File: src/rtl/programmable_clock_divider_pkg.sv
// Shared clocking constants for the clock-generation blocks.
package programmable_clock_divider_pkg;

   // Smallest ratio that still yields both a high and a low phase.
   localparam int unsigned MINIMUM_DIVIDER = 2;

endpackage : programmable_clock_divider_pkg

File: src/rtl/programmable_clock_divider.sv
// Glitch-free divide-by-N clock generator; N changes through a valid/ready
// handshake and only takes effect at an output period boundary.
module programmable_clock_divider
   import programmable_clock_divider_pkg::*;
#(
   parameter int unsigned DIVIDER_WIDTH = 8,
   parameter int unsigned RESET_DIVIDER = 2
) (
   input  logic                     clock,
   input  logic                     reset,
   input  logic [DIVIDER_WIDTH-1:0] divider,
   input  logic                     divider_valid,
   output logic                     divider_ready,
   output logic                     divider_error,
   output logic [DIVIDER_WIDTH-1:0] active_divider,
   output logic                     period_start,
   output logic                     clock_out
);

   if (RESET_DIVIDER < MINIMUM_DIVIDER ||
       64'(RESET_DIVIDER) >= (64'(1) << DIVIDER_WIDTH)) begin : g_bad_reset_divider
      $error("RESET_DIVIDER must be >= 2 and fit in DIVIDER_WIDTH bits");
   end

   localparam logic [DIVIDER_WIDTH-1:0] RESET_RATIO = DIVIDER_WIDTH'(RESET_DIVIDER);
   localparam logic [DIVIDER_WIDTH-1:0] MIN_RATIO   = DIVIDER_WIDTH'(MINIMUM_DIVIDER);

   logic                     r_run;
   logic [DIVIDER_WIDTH-1:0] r_phase;
   logic [DIVIDER_WIDTH-1:0] r_active;
   logic [DIVIDER_WIDTH-1:0] r_pending;
   logic                     r_ready;
   logic                     r_error;
   logic                     r_period_start;
   logic                     r_clock_out;

   logic                     w_wrap;
   logic                     w_start;
   logic                     w_handshake;
   logic                     w_too_small;
   logic [DIVIDER_WIDTH-1:0] w_clamped;
   logic [DIVIDER_WIDTH-1:0] w_next_active;
   logic [DIVIDER_WIDTH-1:0] w_next_phase;
   logic                     w_next_high;

   // r_run is low only on the first edge after reset, which opens the first period.
   assign w_wrap        = (r_phase == (r_active - DIVIDER_WIDTH'(1)));
   assign w_start       = !r_run || w_wrap;
   assign w_handshake   = divider_valid && r_ready;
   assign w_too_small   = (divider < MIN_RATIO);
   assign w_clamped     = w_too_small ? MIN_RATIO : divider;
   assign w_next_active = (w_start && !r_ready) ? r_pending : r_active;
   assign w_next_phase  = w_start ? '0 : (r_phase + DIVIDER_WIDTH'(1));
   assign w_next_high   = (w_next_phase < (w_next_active >> 1));

   always_ff @(posedge clock) begin
      if (reset) begin
         r_run          <= 1'b0;
         r_phase        <= '0;
         r_active       <= RESET_RATIO;
         r_pending      <= '0;
         r_ready        <= 1'b1;
         r_error        <= 1'b0;
         r_period_start <= 1'b0;
         r_clock_out    <= 1'b0;
      end else begin
         r_run          <= 1'b1;
         r_phase        <= w_next_phase;
         r_active       <= w_next_active;
         r_period_start <= w_start;
         r_clock_out    <= w_next_high;
         r_error        <= w_handshake && w_too_small;
         // Accept and load are exclusive: accept needs ready high, load needs it low.
         if (w_handshake) begin
            r_pending <= w_clamped;
            r_ready   <= 1'b0;
         end else if (w_start && !r_ready) begin
            r_ready   <= 1'b1;
         end
      end
   end

   assign divider_ready  = r_ready;
   assign divider_error  = r_error;
   assign active_divider = r_active;
   assign period_start   = r_period_start;
   assign clock_out      = r_clock_out;

endmodule : programmable_clock_divider

File: config.mk
export PLATFORM = sky130hd
export DESIGN_NAME = programmable_clock_divider
export DESIGN_NICKNAME = d
export VERILOG_FILES = /design/src/rtl/programmable_clock_divider_pkg.sv /design/src/rtl/programmable_clock_divider.sv
export SDC_FILE = /design/constraint.sdc
export NUM_CORES = 1
export LEC_CHECK = 0
export ABC_CLOCK_PERIOD_IN_PS = 3800
export CAP_MARGIN = 20
export CORE_MARGIN = 1.5
export CORE_UTILIZATION = 35
export CTS_CLUSTER_DIAMETER = 30
export DETAILED_ROUTE_END_ITERATION = 8
export GPL_TIMING_DRIVEN = 1
export PLACE_DENSITY = 0.58
export SLEW_MARGIN = 20
export SYNTH_ARGS = -nofsm -noshare
export SYNTH_HDL_FRONTEND = slang
export SYNTH_SLANG_ARGS = --single-unit
File: constraint.sdc
create_clock -name clock -period 3.8 [get_ports clock]
set_input_delay 0.76 -clock clock [delete_from_list [all_inputs] [get_ports clock]]
set_output_delay 0.76 -clock clock [all_outputs]
set_load 0.01 [all_outputs]
Figure 1. Power grid.
The bar under the picture is 20 um long. Pins as bars on the die edge.
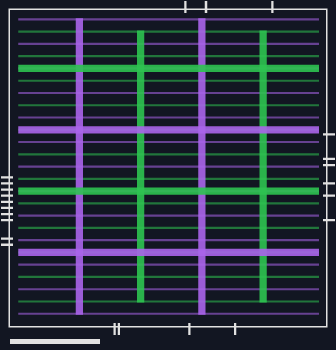
net	colour
VSS	purple
VDD	green
rows	24
met1 rails	25
met5 straps	4
Core Region: 4354 um^2
die width: 70.09 um
worst IR drop on VDD: 0.0001976 V
chip height: 70.09 um

Figure 2. Cells coloured by class.
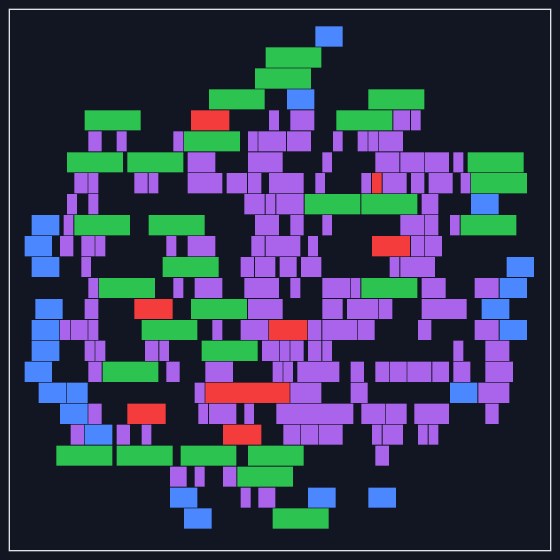
class	colour	cells	share of their area
remaining logic cells	purple	143	50%
clock drivers and dummy loads	red	8	6.3%
sequential cells	green	29	31%
remaining buffers and delay cells	blue	23	12%
FP Rows: 24
final core occ: 0.4417
Finished Cell Area: 1923 um^2
Seq area share: 0.3019

==> metrics.cfg <==
[outcome]
run_status = complete, no violations

[worst_setup_path]
path_class = flop to flop
critPathCaptureType = flop
r2r-end = clock_out
crit_family = AND-OR/OR-AND gates
startpoint = active_divider[1]
r2r_slack_ns = 0.61
worst-path-buf-inv = 1
worstRegToRegCells = 11
crit_top_cell = ha_1
path_cells = inv_1 > ha_1 > xor2_1 > o2111ai_2 > o41a_1 > mux2i_1 > ha_1 > a21o_1 > a211oi_1 > o221ai_1 > a21oi_1
cp.required_ns = 4.02
cp_max_fo = 9
crit_path_max_incr_delay_ns = 0.60
startpoint_type = flop
cp_num_cells = 11

[clocking]
h-tree-depth = 2
clkTransAtPathRegs_ns = 0.06
numCtsBuffers = 5
clock_path_buffers = 2
ctsResizeCount = 0
worstSkewPairLatency_ns = 0.28
clockRootBuffer = clkbuf_8
cts_tree = yes
postCtsSetupBuffers = 0

[final_timing]
finalHoldViolations = 0
layout_setup_ws_ns = 0.6076
hold_slack_ns = 0.4633
setup_violations = 0
worst_pin_slew_ns = 0.5670
skew_ns = 0.006604
maxSlewViolCount = 0
rsz0062_at_grt = no

[routing]
wl_met3_um = 141
firstDrtPassIters = 4
wire_per_inst_um = 13.30
ant_nets = 0
drt-met1-wl_mm = 1.692
drc = 0
top_layer = met4
wl_mm = 3.391
wl_met2_mm = 1.483
avgViaCountPerCell = 4.973

[grt]
met1_usage = 0.1896
grtUsageMet3 = 0.04473
grt_usage = 0.1524
busiest_layer = met2
grt_overflow_total = 0
grt_first_pass_wirelength_mm = 5.858
antenna_found_initial = 0

[power]
p_clk_mw = 0.328
sequentialPowerShare = 0.432
comb-power_mw = 0.107
power.switching_mw = 0.1825
power.group.top = registers
seq_power_mw = 0.331
combinationalPowerShare = 0.140
p_clk_frac = 0.428
p_int_mw = 0.5843
p_leak_nw = 0.8240

[synth]
ys_ff = 29
ys_cells = 179
most_common_cell = dfxtp_1
simple_gate_share = 0.2431
synth_cells = 179
aoi_share = 0.1342
ys_sh_mux = 0.05719
top_area_frac = 0.3685
synth.distinct_cells = 44
largest_area_cell = dfxtp_1
synthAdderAreaFrac = 0.06354
topCellsByArea = dfxtp_1 37%, ha_1 6.4%, nor2_1 6.0%, mux2i_1 5.7%, xor2_1 5.0%
ys_area_um2 = 1575
edf_count = 0
synth_warnings = 0
synthTopCellsByCount = 29 x dfxtp_1, 25 x nor2_1, 20 x nand2_1
synth_nets = 198
ys_top_logic_family = simple AND/OR/NAND/NOR gates

[cells_and_area]
nonClkBufAreaFrac = 0.1184
num-nonclk-buffers = 23
comb_area_frac = 0.4756
inv_count = 5
logic_gate_count = 138
final_layout_top_logic_cell = dfxtp_1
seq_area_um2 = 580.6
clkbuf_count = 7
final-comb-area_um2 = 914.6
clkCellAreaFrac = 0.06051
largest_class = multi-input combinational cells

[placement]
dp.cells = 247
post-place-ws_ns = 0.6115
port_buffers = 22
gp_congestion = 0.8750

[floorplan]
die_area_um2 = 4912
io_pins = 23

[min_path]
hold_end = r_pending[0]
worstHoldPathCells = 2
hp-class = flop to flop

No activity file was given, so power comes from the tool's default toggle rates.
